--- src/rtl/mem_copy_pkg.sv ---
// Shared types and defaults for the block-copy engine.
package mem_copy_pkg;

    localparam int DEFAULT_AW = 8;

    typedef logic [7:0] byte_t;

    typedef enum logic [1:0] {
        IDLE  = 2'd0,
        READ  = 2'd1,
        WRITE = 2'd2,
        DONE  = 2'd3
    } state_t;

endpackage

--- src/rtl/mem_copy_engine.sv ---
// Byte-at-a-time block copy engine driving a byte-wide memory port.
// Optional fill mode (constant pattern writes) is enabled by defining MEMCPY_FILL_EN.
module mem_copy_engine
    import mem_copy_pkg::*;
#(
    parameter int AW = DEFAULT_AW
) (
    input  logic          CLK,
    input  logic          ResetN,
    input  logic          Start,
    input  logic [AW-1:0] SrcAddr,
    input  logic [AW-1:0] DstAddr,
    input  logic [AW:0]   Len,
`ifdef MEMCPY_FILL_EN
    input  logic          Fill,
    input  logic [7:0]    FillValue,
`endif
    output logic          Busy,
    output logic          Done,
    output logic [AW-1:0] MemAddress,
    output logic          MemWriteEn,
    output logic [7:0]    MemDataOut,
    input  logic [7:0]    MemDataIn
);

    state_t        r_state;
    state_t        w_nextState;
    logic [AW-1:0] r_src;
    logic [AW-1:0] r_dst;
    logic [AW:0]   r_remaining;
    byte_t         r_hold;
    logic          w_accept;
    logic          w_startFill;
    logic          w_fillMode;
    byte_t         w_writeData;

`ifdef MEMCPY_FILL_EN
    logic  r_fill;
    byte_t r_fillValue;

    assign w_startFill = Fill;
    assign w_fillMode  = r_fill;
    assign w_writeData = r_fill ? r_fillValue : r_hold;
`else
    assign w_startFill = 1'b0;
    assign w_fillMode  = 1'b0;
    assign w_writeData = r_hold;
`endif

    assign w_accept = (r_state == IDLE) && Start && (Len != '0);

    always_ff @(posedge CLK) begin
        if (!ResetN) begin
            r_state <= IDLE;
        end else begin
            r_state <= w_nextState;
        end
    end

    always_comb begin
        w_nextState = r_state;
        case (r_state)
            IDLE: begin
                if (Start) begin
                    if (Len == '0) begin
                        w_nextState = DONE;
                    end else if (w_startFill) begin
                        w_nextState = WRITE;
                    end else begin
                        w_nextState = READ;
                    end
                end
            end
            READ:  w_nextState = WRITE;
            WRITE: begin
                if (r_remaining > (AW+1)'(1)) begin
                    w_nextState = w_fillMode ? WRITE : READ;
                end else begin
                    w_nextState = DONE;
                end
            end
            DONE:    w_nextState = IDLE;
            default: w_nextState = IDLE;
        endcase
    end

    always_ff @(posedge CLK) begin
        if (!ResetN) begin
            r_src       <= '0;
            r_dst       <= '0;
            r_remaining <= '0;
            r_hold      <= '0;
`ifdef MEMCPY_FILL_EN
            r_fill      <= 1'b0;
            r_fillValue <= '0;
`endif
        end else begin
            if (w_accept) begin
                r_src       <= SrcAddr;
                r_dst       <= DstAddr;
                r_remaining <= Len;
`ifdef MEMCPY_FILL_EN
                r_fill      <= Fill;
                r_fillValue <= FillValue;
`endif
            end
            if (r_state == READ) begin
                r_hold <= MemDataIn;
            end
            if (r_state == WRITE) begin
                r_src       <= r_src + AW'(1);
                r_dst       <= r_dst + AW'(1);
                r_remaining <= r_remaining - (AW+1)'(1);
            end
        end
    end

    // Write enable is qualified by ResetN so a reset landing on a WRITE cycle commits nothing.
    always_comb begin
        Busy       = 1'b0;
        Done       = 1'b0;
        MemAddress = '0;
        MemWriteEn = 1'b0;
        MemDataOut = '0;
        case (r_state)
            READ: begin
                Busy       = 1'b1;
                MemAddress = r_src;
            end
            WRITE: begin
                Busy       = 1'b1;
                MemAddress = r_dst;
                MemWriteEn = ResetN;
                MemDataOut = w_writeData;
            end
            DONE: begin
                Done = 1'b1;
            end
            default: begin
            end
        endcase
    end

endmodule

--- config.mk ---
export PLATFORM = sky130hd
export DESIGN_NAME = mem_copy_engine
export DESIGN_NICKNAME = d
export VERILOG_FILES = /design/src/rtl/mem_copy_pkg.sv /design/src/rtl/mem_copy_engine.sv
export SDC_FILE = /design/constraint.sdc
export NUM_CORES = 1
export LEC_CHECK = 0
export CORE_ASPECT_RATIO = 1.2
export CORE_MARGIN = 1
export CORE_UTILIZATION = 42
export DETAILED_ROUTE_END_ITERATION = 12
export PLACE_DENSITY = 0.77
export REMOVE_ABC_BUFFERS = 1
export SYNTH_ARGS = -nofsm -noshare
export SYNTH_HDL_FRONTEND = slang
export SYNTH_SLANG_ARGS = --single-unit
--- constraint.sdc ---
create_clock -name CLK -period 2.7 [get_ports CLK]
set_input_delay 0.675 -clock CLK [delete_from_list [all_inputs] [get_ports CLK]]
set_output_delay 0.675 -clock CLK [all_outputs]
set_load 0.02 [all_outputs]
==> run_1/pdn.png <==
The bar under the picture is 20 µm long. Pins as bars on the die edge.
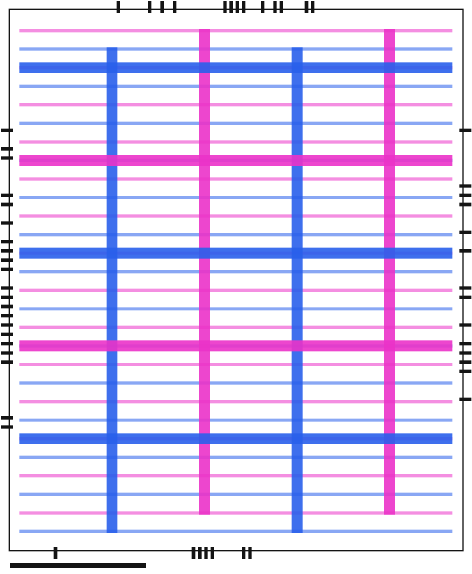
blue -> VSS
magenta -> VDD
rows = 27
met4 straps = 4
signal pins = 55
met5 straps = 5
met1 rails = 28

==> run_1/cell_classes.png <==
The bar under the picture is 20 µm long.
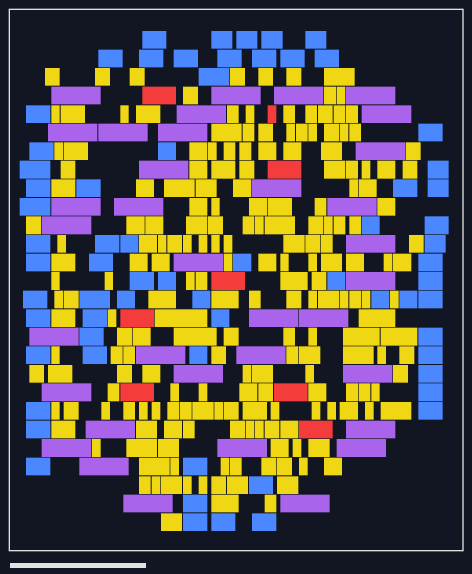
yellow -> all other logic  # cells 205, share of their area 48%
red -> clock drivers and dummy loads  # cells 8, share of their area 3.6%
purple -> flip-flops  # cells 35, share of their area 25%
blue -> other buffers and delay cells  # cells 66, share of their area 23%
Row Count: 27
Final Util: 60.84%

==> qor.txt, run 1 <==
outcome -> complete, no violations
clock root cell -> clkbuf_8
EDFF count, synth -> 0
yosys stat area -> 0.002084 mm²
post-cts sizing count -> 10
Area leader share -> 33.61%
CTS sink cnt -> 35
VDD IR-drop max -> 414.4 µV
max capacitance violation total -> 0
drt via density -> 5.492
Unique cell types -> 50
Leakage Power -> 1.161 nW
CTS tree -> yes
Yosys Warn Count -> 0
busiest grt layer -> met2
Async S/R FF share, synth -> 0%
TNS Setup -> 0 ns
die height -> 79.18 µm
Flops after synth -> 35
Init Core Util -> 44.71%
post-route cell area -> 0.002836 mm²
commonest cells in the netlist -> 35 x dfxtp_1, 34 x nor2_1, 19 x a21oi_1
area grow syn2layout -> 36.07%
routability cong. -> 0.8606
post-synth top area cell -> dfxtp_1
Bufs on Longest Clock Path -> 2
Pins Over Slew Limit -> 0
Post-CTS Setup Inserts -> 0
Final nets -> 358
gr ovfl total -> 0
GR Layer Usage met3 -> 5.603%
critical path class -> reg2out
Slew HR -> 60.99%
Synth Area per Inst -> 8.272 µm²
die area -> 0.005250 mm²
Tool Warnings -> 30
Post-Place Worst Slack -> -0.01313 ns
yosys cell count -> 252
htree depth -> 2
top layer in use -> met4
Top Ports -> 55
Met1 Routed Length -> 2404 µm
WL per Instance -> 14.26 µm
Seq share, synth -> 33.61%
core area -> 0.004662 mm²
Final ANT Viol Nets -> 0
Setup-failing EPs final -> 0
pwr/cell area -> 857.1 mW/mm²
hpwl dp -> 3802 µm
initial antenna violation count -> 0
CP endpoint kind -> primary output
Peak Freq -> 378.3 MHz
DRT Pass-1 Iters -> 4
Chip Width -> 66.31 µm
crit share post-route -> 97.89%
final non-filler cell total -> 372
Placed Cells -> 364
total power -> 2.431 mW
PortBufs -> 54
crit path DRT -> 2.03 ns
synth top area cells -> dfxtp_1 34%, nor2_1 6.1%, ha_1 5.4%
Crit path arrival time -> 1.97 ns
Iter 0 DRT Violations -> 99
TritonCTS buffer count -> 5
largest net degree at the start of global routing -> 34
worst-path fanout max -> 12
wirelength, routed -> 5305 µm
Synth top cell by count -> dfxtp_1
min setup slack post-route -> 0.05684 ns
GR met2 Demand/Resource -> 34.90%
Gate Count Post-Synth -> 252
share of cells above drive strength 1 -> 10.19%
Commonest flop -> dfxtp_1
min Tclk post-route -> 2.643 ns
placed inst area -> 0.002728 mm²
met1 Track Usage GR -> 28.05%
Tightest Pin Transition -> 0.5846 ns
vias -> 2043
hold_ws -> 0.4775 ns
startpoint class of the critical path -> flip-flop
==> run_1/clock_map.png <==
The bar under the picture is 20 µm long.
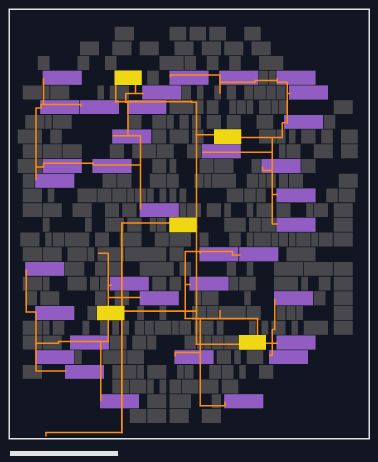
yellow -> cells driving clock nets  # count 5
orange -> clock wires  # length 481 µm
purple -> flip-flops  # count 35
routed clock nets = 6
Setup Skew: 0.004868 ns
clk latency late pin: 0.29 ns
clk pwr: 421 µW

==> run_1/metal_stack.png <==
Only two layers are drawn.
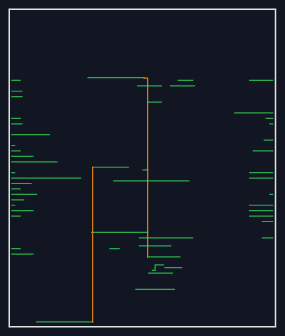
green -> met3  # wire length 294 µm
orange -> met4  # wire length 84.6 µm

## run 1: cell families (layout without fill, tap and decap cells)
| logic type | Yosys count | count (layout) | share of synthesized area [%] |
|---|---|---|---|
| flops | 35 | 35 | 33.61 |
| compound gates | 67 | 67 | 23.11 |
| simple gates | 102 | 102 | 25.33 |
| fa+ha+maj | 9 | 9 | 5.402 |
| mux | 11 | 11 | 5.342 |
| buf+inv | 22 | 84 | 4.682 |
| xor+xnor | 6 | 6 | 2.521 |
## run 1: final timing paths
| kind | startpoint | endpoint | slack (ns) | depth (start not counted) |
|---|---|---|---|---|
| setup reg to reg | r_state[0] | r_remaining[8] | 0.55 | 8 |
| hold reg to reg | r_remaining[7] | r_remaining[7] | 0.48 | 2 |
| setup / recovery | r_state[0] | MemDataOut[6] | 0.06 | 5 |
| hold / removal | r_remaining[7] | r_remaining[7] | 0.48 | 2 |
## run 1: cell type report
class	instances	area (µm²)
Inverter	10	37.54
Multi-Input combinational cell	195	1294
Tap cell	58	72.57
Sequential cell	35	700.7
Clock buffer	8	100.1
Fill cell	441	1826
Timing Repair Buffer	66	631.9
## run 1: power by group
part	total [mW]	leakage, nW	switching (mW)	internal, mW
sequential	0.825	0.288	0.163	0.663
clock	0.421	0.0515	0.188	0.233
combinational	1.18	0.821	0.634	0.551
## run 1: sequential cells by signal, indices dropped and copies added (netlist names)
register / flops
r_remaining: 9
r_dst: 8
r_hold: 8
r_src: 8
r_state: 2
## run 1: critical path, stage by stage, from the launching register on
cell	delay, ns
dfxtp_1	0.35
inv_1	0.12
ha_2	0.25
buf_4	0.21
and2_1	0.15
clkdlybuf4s50_1	0.60
==> run 2: changes to the inputs <==
--- a/config.mk
+++ b/config.mk
@@ -10,7 +10,9 @@
 export CORE_UTILIZATION = 42
 export DETAILED_ROUTE_END_ITERATION = 12
 export PLACE_DENSITY = 0.77
+export RECOVER_POWER = 100
 export REMOVE_ABC_BUFFERS = 1
+export SKIP_CTS_REPAIR_TIMING = 1
 export SYNTH_ARGS = -nofsm -noshare
 export SYNTH_HDL_FRONTEND = slang
 export SYNTH_SLANG_ARGS = --single-unit
==> run 2 against run 1 <==
  * Via count rose by 0.24%
  * Critical path depth did not move
  * Cell area fell by 4.5%
  * Sequential share of layout area rose by 1.2 points
  * Hold slack improved by 0.0016 ns
  * Combinational power fell by 4%
  * Total power fell by 2.4%
  * Synthesized area did not move
  * Clock skew barely moved
  * Critical path type unchanged
  * Non-clock buffer count did not move
  * Largest cell class unchanged
==> qor.txt, run 2 <==
die height -> 79.18 µm (unchanged)
most frequent cells in the layout -> 38 x clkdlybuf4s50_1, 35 x nor2_1, 35 x dfxtp_1, 19 x a21oi_1 (was 43 x clkdlybuf4s50_1, 35 x dfxtp_1, 34 x nor2_1, 19 x a21oi_1, 16 x nand2_1)
PortBufs -> 54 (unchanged)
Tool Warnings -> 30 (unchanged)
max capacitance violation total -> 0 (unchanged)
DRT Pass-1 Iters -> 4 (unchanged)
Diodes inserted -> 0 (unchanged)
hpwl dp -> 3802 µm (unchanged)
startpoint class of the critical path -> flip-flop (unchanged)
R2R Path Start -> r_state[0] (unchanged)
max reg flops -> 9 (unchanged)
hold depth -> 2 (unchanged)
wirelength, routed -> 5266 µm (was 5305 µm)
DR DRC count -> 0 (unchanged)
GRT Total Usage -> 22.03% (was 22.00%)
yosys stat area -> 0.002084 mm² (unchanged)
pwr/cell area -> 876.1 mW/mm² (was 857.1 mW/mm²)
Flops after synth -> 35 (unchanged)
post-synth top area cell -> dfxtp_1 (unchanged)
Hold Crit Class -> reg2reg (unchanged)
Bufs on Longest Clock Path -> 2 (unchanged)
Tightest Pin Transition -> 0.7013 ns (was 0.5846 ns)
die area -> 0.005250 mm² (unchanged)
Leakage Power -> 1.024 nW (was 1.161 nW)
RSZ-0062 raised after global routing -> no
WHS Endpoint -> r_remaining[7] (unchanged)
vias in the first global route -> 1951 (was 1949)
VDD IR-drop max -> 411.2 µV (was 414.4 µV)
drt via density -> 5.505 (was 5.492)
commonest cells in the netlist -> 35 x dfxtp_1, 34 x nor2_1, 19 x a21oi_1 (unchanged)
clock root cell -> clkbuf_8 (unchanged)
TritonCTS buffer count -> 5 (unchanged)
Top Ports -> 55 (unchanged)
TNS Setup -> 0 ns (unchanged)
Crit path arrival time -> 1.95 ns (was 1.97 ns)
critical path class -> reg2out (unchanged)
Post-Syn Area -> 0.002084 mm² (unchanged)
core area -> 0.004662 mm² (unchanged)
Biggest register -> r_remaining (unchanged)
HP Start -> r_remaining[7] (unchanged)
Post-Place Worst Slack -> -0.01313 ns (unchanged)
Gate Count Post-Synth -> 252 (unchanged)
min Tclk post-route -> 2.623 ns (was 2.643 ns)
Final ANT Viol Nets -> 0 (unchanged)
EDFF count, synth -> 0 (unchanged)
worst-path fanout max -> 12 (unchanged)
Unique cell types -> 50 (unchanged)
Area leader share -> 33.61% (unchanged)
first-pass GRT wire length -> 8894 µm (was 8880 µm)
Register-to-Register Path Depth -> 8 (unchanged)
register area -> 700.7 µm² (unchanged)
CTS sink cnt -> 35 (unchanged)
crit share post-route -> 97.14% (was 97.89%)
Yosys Warn Count -> 0 (unchanged)
Pins Over Slew Limit -> 0 (unchanged)
clk latency late pin -> 0.29 ns (about the same)
Commonest flop -> dfxtp_1 (unchanged)
largest net degree at the start of global routing -> 34 (unchanged)
initial antenna violation count -> 0 (unchanged)
Placed Cells -> 364 (unchanged)
Worst R2R End -> r_remaining[8] (unchanged)
min setup slack post-route -> 0.07723 ns (was 0.05684 ns)
Setup-failing EPs final -> 0 (unchanged)
Chip Width -> 66.31 µm (unchanged)
Synth top cell by count -> dfxtp_1 (unchanged)
synth top area cells -> dfxtp_1 34%, nor2_1 6.1%, ha_1 5.4% (unchanged)
CP endpoint kind -> primary output (unchanged)
area grow syn2layout -> 29.95% (was 36.07%)
vias -> 2048 (was 2043)
Final Hold Vio Count -> 0 (unchanged)
most instantiated logic cell after routing -> clkdlybuf4s50_1 (unchanged)
outcome -> complete, no violations (unchanged)
WL per Instance -> 14.16 µm (was 14.26 µm)
crit path DRT -> 2.03 ns (about the same)
Clock transition at path regs -> 0.07 ns (about the same)
Slew HR -> 53.25% (was 60.99%)
Init Core Util -> 44.71% (unchanged)
Iter 0 DRT Violations -> 143 (was 99)
Worst R2R Setup Slack -> 0.40 ns (was 0.55 ns)
yosys cell count -> 252 (unchanged)
Row Count -> 27 (unchanged)
Peak Freq -> 381.3 MHz (was 378.3 MHz)
CTS tree -> yes (unchanged)
routability cong. -> 0.8606 (unchanged)
hold_ws -> 0.4791 ns (was 0.4775 ns)
htree depth -> 2 (unchanged)
Seq share, synth -> 33.61% (unchanged)
gr ovfl total -> 0 (unchanged)
Synth Area per Inst -> 8.272 µm² (unchanged)
Async S/R FF share, synth -> 0% (unchanged)
Worst Setup SP -> r_state[0] (unchanged)
Final nets -> 358 (unchanged)
MI comb area -> 0.001259 mm² (was 0.001294 mm²)
share of cells above drive strength 1 -> 8.280% (was 10.19%)
==> run 2: worst max path at each step <==
stage,to,cells past startpoint
floorplan,MemWriteEn,4
global placement,MemWriteEn,4
detailed placement,r_dst[2],6
CTS,MemAddress[7],5
global route,MemDataOut[2],5
finish,MemDataOut[2],5
==> run 2: logic make-up (layout without fill, tap and decap cells) <==
group,count (synthesis),in the layout,share of synthesized area [%]
flops,35,35,33.61
mux,11,11,5.342
xor+xnor,6,6,2.521
fa+ha+maj,9,9,5.402
compound gates,67,67,23.11
buf+inv,22,84,4.682
simple gates,102,102,25.33
==> run 2: layer usage <==
metal	vias up	track usage (%)	share of wire, %
met1	944	28.14	45
met4	0	8.936	1.6
met5	-	0	0
li1	1031	-	-
met3	8	5.603	5.1
met2	65	34.90	48
==> run 2: critical path, stage by stage, from the launching register on <==
cell	delay [ns]
dfxtp_1	0.35
inv_1	0.12
ha_2	0.25
buf_4	0.20
and2_1	0.14
clkdlybuf4s50_1	0.60
==> run 2: through the flow <==
step           instance area (µm²)  total power [mW]
2_1_floorplan                 2024             1.590
3_3_place_gp                  2728             1.983
3_5_place_dp                  2728             2.011
4_1_cts                       2828             2.434
5_1_grt                       2709             2.560
6_report                      2709             2.373
==> run 2: area by class of cell <==
cell class              instances  share of cell area [%]
clock buffers                   8                   3.695
inverters                      10                   1.386
multi-input cells             195                   46.47
flip-flops and latches         35                   25.87
well taps                      58                   2.679
repair buffers                 66                   19.91
==> run 2: power by group <==
part	internal, mW	switching [mW]	total [mW]	leakage, nW
Sequential	0.663	0.161	0.824	0.288
Combinational	0.507	0.622	1.13	0.685
Clock	0.233	0.188	0.421	0.0515
Total	1.40	0.970	2.37	1.02
==> run_2/clock_map.png <==
The bar under the picture is 20 µm long.
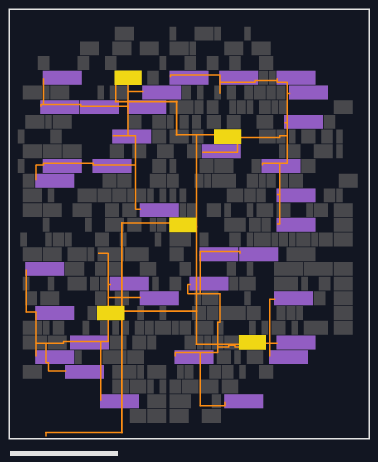
yellow -> cells driving clock nets  # count 5
purple -> flip-flops  # count 35
orange -> clock wires  # length 475 µm
flops lie = spread over the die
clock share of power: 17.7%
Setup Skew: 0.004585 ns

==> run_2/final_placement.png <==
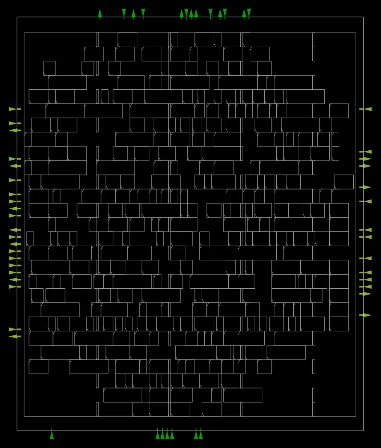
final non-filler cell total: 372
Fillers: 463
flop count: 35
Tapcells: 58
Final Util: 58.11%

==> run 3: changes to the inputs <==
--- a/config.mk
+++ b/config.mk
@@ -5,11 +5,13 @@
 export SDC_FILE = /design/constraint.sdc
 export NUM_CORES = 1
 export LEC_CHECK = 0
+export CELL_PAD_IN_SITES_DETAIL_PLACEMENT = 0
+export CELL_PAD_IN_SITES_GLOBAL_PLACEMENT = 2
 export CORE_ASPECT_RATIO = 1.2
 export CORE_MARGIN = 1
-export CORE_UTILIZATION = 42
+export CORE_UTILIZATION = 28
 export DETAILED_ROUTE_END_ITERATION = 12
-export PLACE_DENSITY = 0.77
+export PLACE_DENSITY = 0.86
 export RECOVER_POWER = 100
 export REMOVE_ABC_BUFFERS = 1
 export SKIP_CTS_REPAIR_TIMING = 1
==> run 3 against run 2 <==
  * Cell area is 2.8% higher
  * Register-to-register slack better by 0.03 ns
  * Sequential power is 0.5% higher
  * Clock power is 1% higher
  * Clock-buffer cell count stayed put
  * Worst setup slack better by 0.069 ns
  * Non-clock buffer count is 2 higher
  * First-iteration DRC count is 10% lower
  * Synthesized cell count stayed put
  * Critical path depth is 1 higher
==> qor.txt, run 3 <==
HP Start -> r_remaining[7] (unchanged)
Final nets -> 360 (was 358)
Met1 Routed Length -> 2759 µm (was 2396 µm)
Area leader share -> 33.61% (unchanged)
Worst R2R Setup Slack -> 0.43 ns (was 0.40 ns)
share of cells above drive strength 1 -> 8.861% (was 8.280%)
CP endpoint kind -> flip-flop (was primary output)
GR met2 Demand/Resource -> 25.71% (was 34.90%)
CTS sink cnt -> 35 (unchanged)
Post-Syn Area -> 0.002084 mm² (unchanged)
Final ANT Viol Nets -> 0 (unchanged)
crit path DRT -> 2.90 ns (was 2.03 ns)
commonest cells in the netlist -> 35 x dfxtp_1, 34 x nor2_1, 19 x a21oi_1 (unchanged)
Tightest Pin Transition -> 0.7544 ns (was 0.7013 ns)
Worst R2R End -> r_remaining[8] (unchanged)
Tool Warnings -> 30 (unchanged)
WL per Instance -> 14.43 µm (was 14.16 µm)
WL met3 -> 215 µm (was 268 µm)
most frequent cells in the layout -> 35 x nor2_1, 35 x clkdlybuf4s50_1, 35 x dfxtp_1, 19 x a21oi_1, 18 x clkbuf_1 (was 38 x clkdlybuf4s50_1, 35 x nor2_1, 35 x dfxtp_1, 19 x a21oi_1)
critical path class -> in2reg (was reg2out)
CP bufs+invs -> 1 (was 3)
htree depth -> 2 (unchanged)
Top Ports -> 55 (unchanged)
crit share post-route -> 94.60% (was 97.14%)
Iter 0 DRT Violations -> 128 (was 143)
PortBufs -> 54 (unchanged)
EDFF count, synth -> 0 (unchanged)
final non-filler cell total -> 406 (was 372)
Pins Over Slew Limit -> 0 (unchanged)
Levels on crit path -> 6 (was 5)
delay-heaviest family, CP -> simple AND/OR/NAND/NOR gates (was buffers and inverters)
worst-path fanout max -> 13 (was 12)
Diodes inserted -> 0 (unchanged)
initial antenna violation count -> 0 (unchanged)
min Tclk post-route -> 2.554 ns (was 2.623 ns)
vias in the first global route -> 1854 (was 1951)
top layer in use -> met4 (unchanged)
max reg flops -> 9 (unchanged)
Clock transition at path regs -> 0.07 ns (about the same)
GRT Total Usage -> 15.61% (was 22.03%)
Hold Crit Class -> reg2reg (unchanged)
Commonest flop -> dfxtp_1 (unchanged)
GR Layer Usage met3 -> 2.911% (was 5.603%)
Setup-failing EPs final -> 0 (unchanged)
core area -> 0.007232 mm² (was 0.004662 mm²)
first-pass GRT wire length -> 9094 µm (was 8894 µm)
Flops after synth -> 35 (unchanged)
hold depth -> 2 (unchanged)
cells along the critical path -> clkdlybuf4s50_1, or4_1, o31a_2, nand2_2, o22ai_1, a211oi_1 (was inv_1, ha_2, buf_4, and2_1, clkdlybuf4s50_1)
die area -> 0.007795 mm² (was 0.005250 mm²)
VDD IR-drop max -> 311.7 µV (was 411.2 µV)
DRT Pass-1 Iters -> 4 (unchanged)
Unique cell types -> 50 (unchanged)
Init Core Util -> 28.82% (was 44.71%)
routability cong. -> 0.8397 (was 0.8606)
Yosys Warn Count -> 0 (unchanged)
R2R Path Start -> r_state[0] (unchanged)
Slew HR -> 49.71% (was 53.25%)
met2 wire length -> 2819 µm (was 2517 µm)
Chip Width -> 80.77 µm (was 66.31 µm)
drt via density -> 4.973 (was 5.505)
die height -> 96.52 µm (was 79.18 µm)
Async S/R FF share, synth -> 0% (unchanged)
RSZ-0062 raised after global routing -> no (unchanged)
met1 Track Usage GR -> 20.11% (was 28.14%)
Final Hold Vio Count -> 0 (unchanged)
synth top area cells -> dfxtp_1 34%, nor2_1 6.1%, ha_1 5.4% (unchanged)
Leakage Power -> 1.055 nW (was 1.024 nW)
Seq share, synth -> 33.61% (unchanged)
wirelength, routed -> 5857 µm (was 5266 µm)
clk latency late pin -> 0.29 ns (about the same)
WHS Endpoint -> r_remaining[7] (unchanged)
outcome -> complete, no violations (unchanged)
Biggest register -> r_remaining (unchanged)
crit-path max cell delay -> 0.64 ns (was 0.60 ns)
Peak Freq -> 391.5 MHz (was 381.3 MHz)
hpwl dp -> 4258 µm (was 3802 µm)
post-synth top area cell -> dfxtp_1 (unchanged)
vias -> 2019 (was 2048)
clock root cell -> clkbuf_8 (unchanged)
largest net degree at the start of global routing -> 34 (unchanged)
max capacitance violation total -> 0 (unchanged)
CTS tree -> yes (unchanged)
gr ovfl total -> 0 (unchanged)
yosys stat area -> 0.002084 mm² (unchanged)
CP max stage cell -> or4_1 (was clkdlybuf4s50_1)
Register-to-Register Path Depth -> 8 (unchanged)
Fillers -> 768 (was 463)
Placed Cells -> 397 (was 364)
yosys cell count -> 252 (unchanged)
Final Util -> 38.51% (was 58.11%)
-- run 3: cell families (layout without fill, tap and decap cells) --
logic type,count (synthesis),count (layout),share of synthesized area [%]
fa+ha+maj,9,9,5.402
compound gates,67,67,23.11
mux,11,11,5.342
xor+xnor,6,6,2.521
flops,35,35,33.61
buf+inv,22,86,4.682
simple gates,102,102,25.33
-- run 3: worst max-delay path by stage --
| stage | startpoint | to | slack (ns) |
|---|---|---|---|
| 5_1_grt | Len[5] | r_src[7] | 0.04 |
| 3_5_place_dp | ResetN | MemWriteEn | -0.07 |
| 6_report | Len[5] | r_remaining[4] | 0.15 |
| 4_1_cts | r_state[0] | MemDataOut[5] | -0.16 |
| 3_3_place_gp | ResetN | MemWriteEn | -0.10 |
| 2_1_floorplan | r_state[0] | MemWriteEn | -0.12 |
-- run 3: power by group --
| group | switching (mW) | leakage [nW] | internal (mW) |
|---|---|---|---|
| Combinational | 0.641 | 0.715 | 0.530 |
| Sequential | 0.165 | 0.288 | 0.663 |
| Clock | 0.192 | 0.0515 | 0.233 |
| Total | 0.998 | 1.05 | 1.43 |
-- run 3: per-stage QoR --
step	worst slack [ns]	instance area, µm²	total power [mW]	hold WS [ns]
finish	0.1458	2785	2.424	0.4763
global route	0.04365	2785	2.626	0.5165
CTS	-0.1617	2878	2.470	0.4793
detailed placement	-0.06870	2778	2.036	0.4698
global placement	-0.1007	2778	2.024	0.4551
floorplan	-0.1164	2024	1.590	0.4440
-- run 3: final cells by class --
class                   instances  area [µm²]  area share, %
repair buffers                 68       546.8          19.63
multi-input cells             195        1287          46.23
flip-flops and latches         35       700.7          25.16
inverters                      10       37.54          1.348
clock buffers                   8       100.1          3.594
well taps                      90       112.6          4.043
==> run_3/clock_map.png <==
The bar under the picture is 20 µm long.
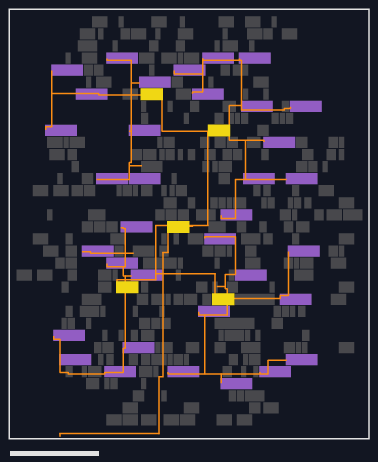
purple -> flip-flops  # count 35
orange -> clock wires  # length 544 µm
yellow -> cells driving clock nets  # count 5
routed clock nets = 6
clk pwr: 425 µW
Setup Skew: 0.006609 ns

==> run_3/cell_classes.png <==
The bar under the picture is 20 µm long.
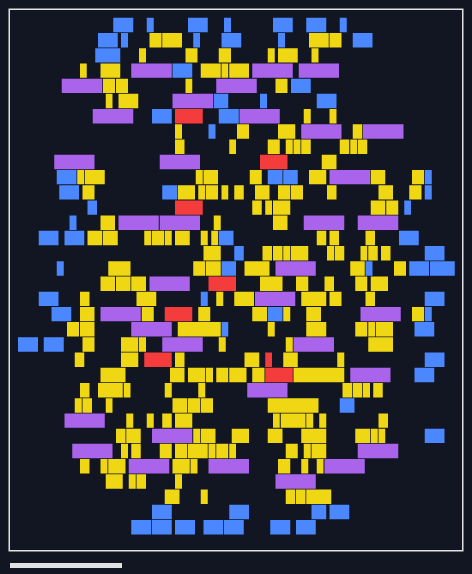
blue -> other buffers and delay cells  # cells 68, share of their area 20%
red -> clock drivers and dummy loads  # cells 8, share of their area 3.7%
purple -> flip-flops  # cells 35, share of their area 26%
yellow -> all other logic  # cells 205, share of their area 50%
Seq area share: 25.16%
Row Count: 34

Power and IR drop assume default switching activity.
